## config.mk

```make
export PLATFORM = sky130hd
export DESIGN_NAME = controle_es_flat
export DESIGN_NICKNAME = d
export VERILOG_FILES = /design/src/rtl/controle_es_pkg.sv /design/src/rtl/controle_es_if.sv /design/src/rtl/controle_es_filtro_botao.sv /design/src/rtl/controle_es.sv /design/src/flat_wrapper.sv
export SDC_FILE = /design/constraint.sdc
export NUM_CORES = 1
export LEC_CHECK = 0
export ABC_AREA = 1
export ABC_CLOCK_PERIOD_IN_PS = 2250
export CAP_MARGIN = 25
export CELL_PAD_IN_SITES_DETAIL_PLACEMENT = 0
export CELL_PAD_IN_SITES_GLOBAL_PLACEMENT = 1
export CORE_MARGIN = 2
export CORE_UTILIZATION = 36
export CTS_CLUSTER_SIZE = 24
export DETAILED_ROUTE_END_ITERATION = 8
export PLACE_DENSITY_LB_ADDON = 0.1
export SLEW_MARGIN = 20
export SYNTH_ARGS = -nofsm -noshare
export SYNTH_HDL_FRONTEND = slang
export SYNTH_SLANG_ARGS = --single-unit
```

## constraint.sdc

```tcl
create_clock -name clock -period 2.25 [get_ports clock]
set_input_delay 0.225 -clock clock [delete_from_list [all_inputs] [get_ports clock]]
set_output_delay 0.225 -clock clock [all_outputs]
set_load 0.03 [all_outputs]
```

## src/rtl/controle_es_pkg.sv

```systemverilog
// Shared definitions for the in/out peripheral controller and the control unit.
package controle_es_pkg;

    localparam int unsigned LARG_DADO = 32;

    localparam logic [5:0] OP_OUT = 6'b001110;
    localparam logic [5:0] OP_IN  = 6'b001111;

    typedef enum logic [1:0] {
        OCIOSO  = 2'd0,
        AGUARDA = 2'd1,
        ENTREGA = 2'd2,
        LIBERA  = 2'd3
    } estado_t;

endpackage

```

## src/rtl/controle_es_if.sv

```systemverilog
// Core-side handshake bus between the control unit/datapath and controle_es.
interface controle_es_if;
    import controle_es_pkg::*;

    logic                 in;
    logic                 out;
    logic [LARG_DADO-1:0] dado_saida_cpu;
    logic                 sinal;
    logic [LARG_DADO-1:0] dado_entrada;

    modport master (
        output in, out, dado_saida_cpu,
        input  sinal, dado_entrada
    );

    modport slave (
        input  in, out, dado_saida_cpu,
        output sinal, dado_entrada
    );

endinterface

```

## src/rtl/controle_es_filtro_botao.sv

```systemverilog
// Pushbutton conditioner: 2-flop synchronizer, debounce filter and rising-edge pulse.
module filtro_botao #(
    parameter int unsigned DEB_CICLOS = 500000
) (
    input  logic clock,
    input  logic reset,
    input  logic botao_i,
    output logic estavel_o,
    output logic confirma_o
);

    localparam int unsigned         LARG_CNT = $clog2(DEB_CICLOS);
    localparam logic [LARG_CNT-1:0] CNT_MAX  = LARG_CNT'(DEB_CICLOS - 1);

    logic [1:0]          sinc_q;
    logic                botao_s;
    logic                estavel_q, estavel_d;
    logic                estavel_ant_q;
    logic [LARG_CNT-1:0] cnt_q, cnt_d;

    assign botao_s = sinc_q[1];

    // Counter runs only while the synced level disagrees with the accepted one.
    always_comb begin
        estavel_d = estavel_q;
        cnt_d     = '0;
        if (botao_s != estavel_q) begin
            if (cnt_q == CNT_MAX) begin
                estavel_d = ~estavel_q;
            end else begin
                cnt_d = cnt_q + LARG_CNT'(1);
            end
        end
    end

    always_ff @(posedge clock or negedge reset) begin
        if (!reset) begin
            sinc_q        <= '0;
            estavel_q     <= 1'b0;
            estavel_ant_q <= 1'b0;
            cnt_q         <= '0;
        end else begin
            sinc_q        <= {sinc_q[0], botao_i};
            estavel_q     <= estavel_d;
            estavel_ant_q <= estavel_q;
            cnt_q         <= cnt_d;
        end
    end

    assign estavel_o  = estavel_q;
    assign confirma_o = estavel_q & ~estavel_ant_q;

endmodule

```

## src/rtl/controle_es.sv

```systemverilog
// Device end of the in/out instructions: debounced confirm handshake for `in`,
// held display register for `out`.
module controle_es
    import controle_es_pkg::*;
#(
    parameter int unsigned DEB_CICLOS  = 500000,
    parameter int unsigned LARG_CHAVES = 16
) (
    input  logic                   clock,
    input  logic                   reset,
    input  logic                   botao,
    input  logic [LARG_CHAVES-1:0] chaves,
    controle_es_if.slave           cpu,
    output logic [LARG_DADO-1:0]   display,
    output logic                   aguardando
);

    logic                 estavel;
    logic                 confirma;
    estado_t              estado_q, estado_d;
    logic                 sinal_q, sinal_d;
    logic                 aguardando_q, aguardando_d;
    logic [LARG_DADO-1:0] dado_entrada_q, dado_entrada_d;
    logic [LARG_DADO-1:0] display_q, display_d;

    filtro_botao #(
        .DEB_CICLOS(DEB_CICLOS)
    ) u_filtro (
        .clock     (clock),
        .reset     (reset),
        .botao_i   (botao),
        .estavel_o (estavel),
        .confirma_o(confirma)
    );

    always_comb begin
        estado_d       = estado_q;
        dado_entrada_d = dado_entrada_q;
        case (estado_q)
            OCIOSO:  if (cpu.in) estado_d = AGUARDA;
            AGUARDA: begin
                if (confirma) begin
                    dado_entrada_d = LARG_DADO'(chaves);
                    estado_d       = ENTREGA;
                end else if (!cpu.in) begin
                    estado_d = OCIOSO;
                end
            end
            ENTREGA: estado_d = LIBERA;
            // Holding here until release makes one press deliver one value.
            LIBERA:  if (!estavel) estado_d = OCIOSO;
            default: estado_d = OCIOSO;
        endcase
        sinal_d      = (estado_d == ENTREGA);
        aguardando_d = (estado_d == AGUARDA);
        display_d    = cpu.out ? cpu.dado_saida_cpu : display_q;
    end

    always_ff @(posedge clock or negedge reset) begin
        if (!reset) begin
            estado_q       <= OCIOSO;
            sinal_q        <= 1'b0;
            aguardando_q   <= 1'b0;
            dado_entrada_q <= '0;
            display_q      <= '0;
        end else begin
            estado_q       <= estado_d;
            sinal_q        <= sinal_d;
            aguardando_q   <= aguardando_d;
            dado_entrada_q <= dado_entrada_d;
            display_q      <= display_d;
        end
    end

    assign cpu.sinal        = sinal_q;
    assign cpu.dado_entrada = dado_entrada_q;
    assign display          = display_q;
    assign aguardando       = aguardando_q;

endmodule
```

## src/flat_wrapper.sv

```systemverilog
// flat-port wrapper written by rule: the top's interface ports become plain ports
module controle_es_flat import controle_es_pkg::*;
#(
    parameter int unsigned DEB_CICLOS  = 500000,
    parameter int unsigned LARG_CHAVES = 16
)
  (clock, reset, botao, chaves, display, aguardando, cpu_in, cpu_out, cpu_dado_saida_cpu, cpu_sinal, cpu_dado_entrada);
  controle_es_if cpu_i ();
  input  logic clock;
  input  logic reset;
  input  logic botao;
  input  logic [LARG_CHAVES-1:0] chaves;
  output logic [LARG_DADO-1:0] display;
  output logic aguardando;
  input wire logic [$bits(cpu_i.in)-1:0] cpu_in;
  input wire logic [$bits(cpu_i.out)-1:0] cpu_out;
  input wire logic [$bits(cpu_i.dado_saida_cpu)-1:0] cpu_dado_saida_cpu;
  output wire logic [$bits(cpu_i.sinal)-1:0] cpu_sinal;
  output wire logic [$bits(cpu_i.dado_entrada)-1:0] cpu_dado_entrada;
  assign cpu_i.in = cpu_in;
  assign cpu_i.out = cpu_out;
  assign cpu_i.dado_saida_cpu = cpu_dado_saida_cpu;
  assign cpu_sinal = cpu_i.sinal;
  assign cpu_dado_entrada = cpu_i.dado_entrada;
  controle_es #(.DEB_CICLOS(DEB_CICLOS), .LARG_CHAVES(LARG_CHAVES)) u_core (.clock(clock), .reset(reset), .botao(botao), .chaves(chaves), .cpu(cpu_i), .display(display), .aguardando(aguardando));
endmodule
```

==> impl_metrics.csv <==
group,metric,value,unit
power_and_ir_drop,p_leak,2.02,nW
yosys,synth_cell_types,30,
yosys,synth_dominant_cell_count,"nand2_1",
critical_path,required,2.03,ns
yosys,compound_area_frac,0.0135,
timing,rsz0062_at_grt,"false",
hold_path,hold_depth,1,
global_route,grt_util_met2,0.230,
yosys,simple_gate_area_frac,0.207,
floorplan,fp-utilization,0.366,
global_route,grtUsageMet3,0.0404,
yosys,postSynthSeqShare,0.564,
cts,clk_latency,0.34,ns
flow_run,warning_count,26,
power_and_ir_drop,p_per_area,654,nW/um^2
critical_path,crit_family,"buffers and inverters",
hold_path,min-delay-start,"botao",
yosys,top_area_cell,"dfrtp_1",
timing,clock_skew,0.00475,ns
yosys,ys.flop_type,"dfrtp_1",
finish,final-comb-area,1250,um^2
yosys,synthXorXnorAreaFrac,0.0263,
run_status,status,"completed",
critical_path,max_stage_delay,0.70,ns
yosys,synthTopCellsByCount,"nand2_1 (85), dfrtp_1 (75), nor2_1 (45)",
critical_path,r2r_slack,0.82,ns
critical_path,cp.arrival,1.42,ns
timing,setup_viol,0,
timing,hold_viol_final,0,
finish,design_area,4620,um^2
timing,hold_ws,0.327,ns
route,vias_per_cell,4.45,
critical_path,crit_slowest_cell,"clkdlybuf4s50_1",
global_route,gr-usage-met1,0.206,
yosys,yosys_area,3330,um^2
route,drtIter0Drc,73,
global_route,grt_pass1_vias,2508,
route,drc,0,
timing,fmax,0.608,GHz
cts,numCtsBuffers,9,
timing,fin_setup_tns,0,ns
yosys,topCellsByArea,"dfrtp_1 (56%), mux2_2 (10%), nand2_1 (9.6%)",
yosys,synth_cells,334,
critical_path,path_cells,"clkdlybuf4s50_1",
route,drt_pass1_iterations,4,
finish,instances_no_fill,557,
yosys,synth_warnings,0,
critical_path,timing.rr.start,"u_core.u_filtro.cnt_q[0]",
critical_path,endpoint_kind,"output port",
cts,cts_resized,0,
timing,fin_crit_sh,0.731,
critical_path,timing.critical_path.buf_inv,1,
global_route,grt_max_degree,43,
yosys,synth-edff-count,0,
critical_path,worstRegToRegCells,6,
yosys,async_reset_ff_frac,1.00,
place,dpl.cell_count,540,
cts,cts.sinks,75,
cts,htreeDepth,3,
route,ant_nets,0,
cts,cts_tree,"built",
critical_path,worstSetupPathType,"flop to output port",
timing,fin_crit,1.65,ns
place,globalplace.congestion,0.771,
yosys,top_cell_area_share,0.564,
floorplan,core,9110,um^2
yosys,syn_area_per_cell,9.97,um^2
hold_path,hold_path_end,"u_core.u_filtro.sinc_q[0]",
timing,slew_violations,0,
global_route,busiest_layer,"met2",
floorplan,io_pins,119,
finish,num_antenna_cells,0,
yosys,adder_share,0.00376,
yosys,yosys_cells,334,
yosys,syn-cell-area,3330,um^2
finish,drive_gt1_frac,0.141,
cts,clk_pin_slew,0.08,ns
finish,num-fill-cells,856,
critical_path,path_max_fanout,2,
critical_path,regToRegEndpoint,"u_core.u_filtro.cnt_q[17]",
yosys,top_logic_kind,"simple AND/OR/NAND/NOR gates",
cts,clock_path_buffers,2,
critical_path,start_kind,"flop",
cts,cts_root_buf,"clkbuf_8",
yosys,numSynthFlops,75,
global_route,grt_pass1_wl,12.0,mm
hold_path,min_path_type,"primary input to flop",
finish,final_net_count,495,
yosys,mux_share,0.108,
global_route,overflow,0,
## worst max-delay path by stage
| stage | startpoint | endpoint | cells after the start |
|---|---|---|---|
| floorplan | u_core.u_filtro.cnt_q[0] | u_core.u_filtro.cnt_q[18] | 8 |
| global placement | cpu_out | u_core.display[6] | 3 |
| detailed placement | cpu_out | u_core.display[29] | 3 |
| CTS | u_core.display[8] | display[8] | 1 |
| global route | u_core.display[8] | display[8] | 1 |
| finish | u_core.display[6] | display[6] | 1 |
## power by group
group | internal [mW] | switching (mW)
Sequential | 1.41 | 0.0336
Clock | 0.532 | 0.551
Combinational | 0.236 | 0.256
## layer usage
layer | share of wire | vias to the layer above
li1 | - | 1232
met1 | 0.45 | 1174
met2 | 0.48 | 61
met3 | 0.053 | 10
met4 | 0.016 | 0
met5 | 0 | -
## through the flow
stage          setup slack [ns]  power [mW]
2_1_floorplan              1.01        1.73
3_3_place_gp              0.680        1.97
3_5_place_dp              0.675        1.97
4_1_cts                   0.587        3.07
5_1_grt                   0.559        3.17
6_report                  0.604        3.02
## state kept, by name, indices dropped and copies added, names as in the netlist
signal and cells:
u_core.u_filtro.cnt_q 19, u_core.u_filtro.sinc_q 2, u_core.aguardando 1, u_core.cpu.sinal 1, u_core.estado_q 2, u_core.u_filtro.estavel_o 1
u_core.display 32, u_core.u_filtro.estavel_ant_q 1, u_core.cpu.dado_entrada 16
## kinds of logic (layout without fill, tap and decap cells)
logic type	Yosys count	count (layout)
flops	75	75
simple gates	162	162
other cells	1	16
mux	32	32
xor+xnor	10	10
buf+inv	46	143
compound gates	7	7
fa+ha+maj	1	1
## final cells by class
| type | instances | area share |
|---|---|---|
| clock buffers | 9 | 0.0268 |
| clock inverters | 7 | 0.0182 |
| inverters | 22 | 0.0179 |
| multi-input cells | 228 | 0.272 |
| flip-flops and latches | 75 | 0.407 |
| well taps | 111 | 0.0301 |
| repair buffers | 105 | 0.229 |
## layout by cell type (no fill, tap or decap), types with 2 or more instances in the layout
cell type	synthesis	routed
inv_1	20	20
clkbuf_8	0	9
nor2_1	45	45
nor2_2	3	3
xnor2_1	2	2
conb_1	1	16
clkinv_4	0	2
clkdlybuf4s50_1	0	101
nor3b_1	2	2
nand2_1	85	85
inv_2	2	2
nand4_1	2	2
nor3_1	2	2
nand2_2	3	3
a21oi_1	2	2
inv_6	0	2
nand3_1	15	15
xor2_1	8	8
dfrtp_1	75	75
mux2_2	31	31
buf_4	16	2
nor2_4	3	3
## repair_timing
item                      in CTS  in global routing
hold endpoints to repair      33                  0
hold buffers                   1                  0
setup buffers                  0                  0
I/O pins on the die edge:
Pins as bars across the die edge, other pins in grey.
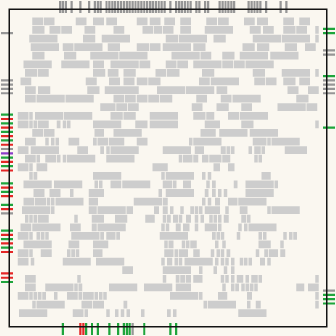
colour	port	pins	direction	edge
purple	`cpu_sinal`	1	output	west
red	`chaves`	16	input	14 west, 2 south
green	`cpu_dado_entrada`	32	output	13 west, 12 south, 7 east
PortBufs: 102
chip width: 100 um
die height: 100 um

Where the registers sit:
Other sequential cells in the stronger grey, the rest of the logic in the fainter grey.
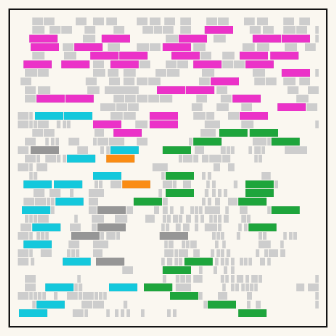
colour	name in the netlist	sequential cells
cyan	`u_core.cpu.dado_entrada`	16
green	`u_core.u_filtro.cnt_q`	19
orange	`u_core.u_filtro.sinc_q`	2
magenta	`u_core.display`	32
not coloured	6
Seq. pwr: 1.45 mW
flop share of the area: 0.407
final core utilization: 0.507
Reg area: 1880 um^2

Routed metal, one colour a layer:
Two of the layers only.
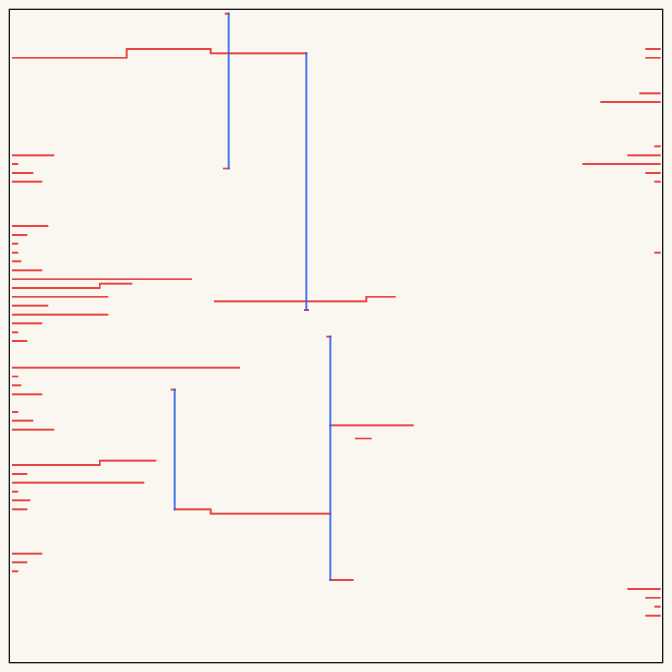
colour	layer	wire length
red	M3	391 um
blue	M4	119 um
total wire length: 7.30 mm
DR vias: 2,477
gr usage total: 0.153
wire per inst: 13.1 um

Power is estimated from default activity; no workload was simulated.
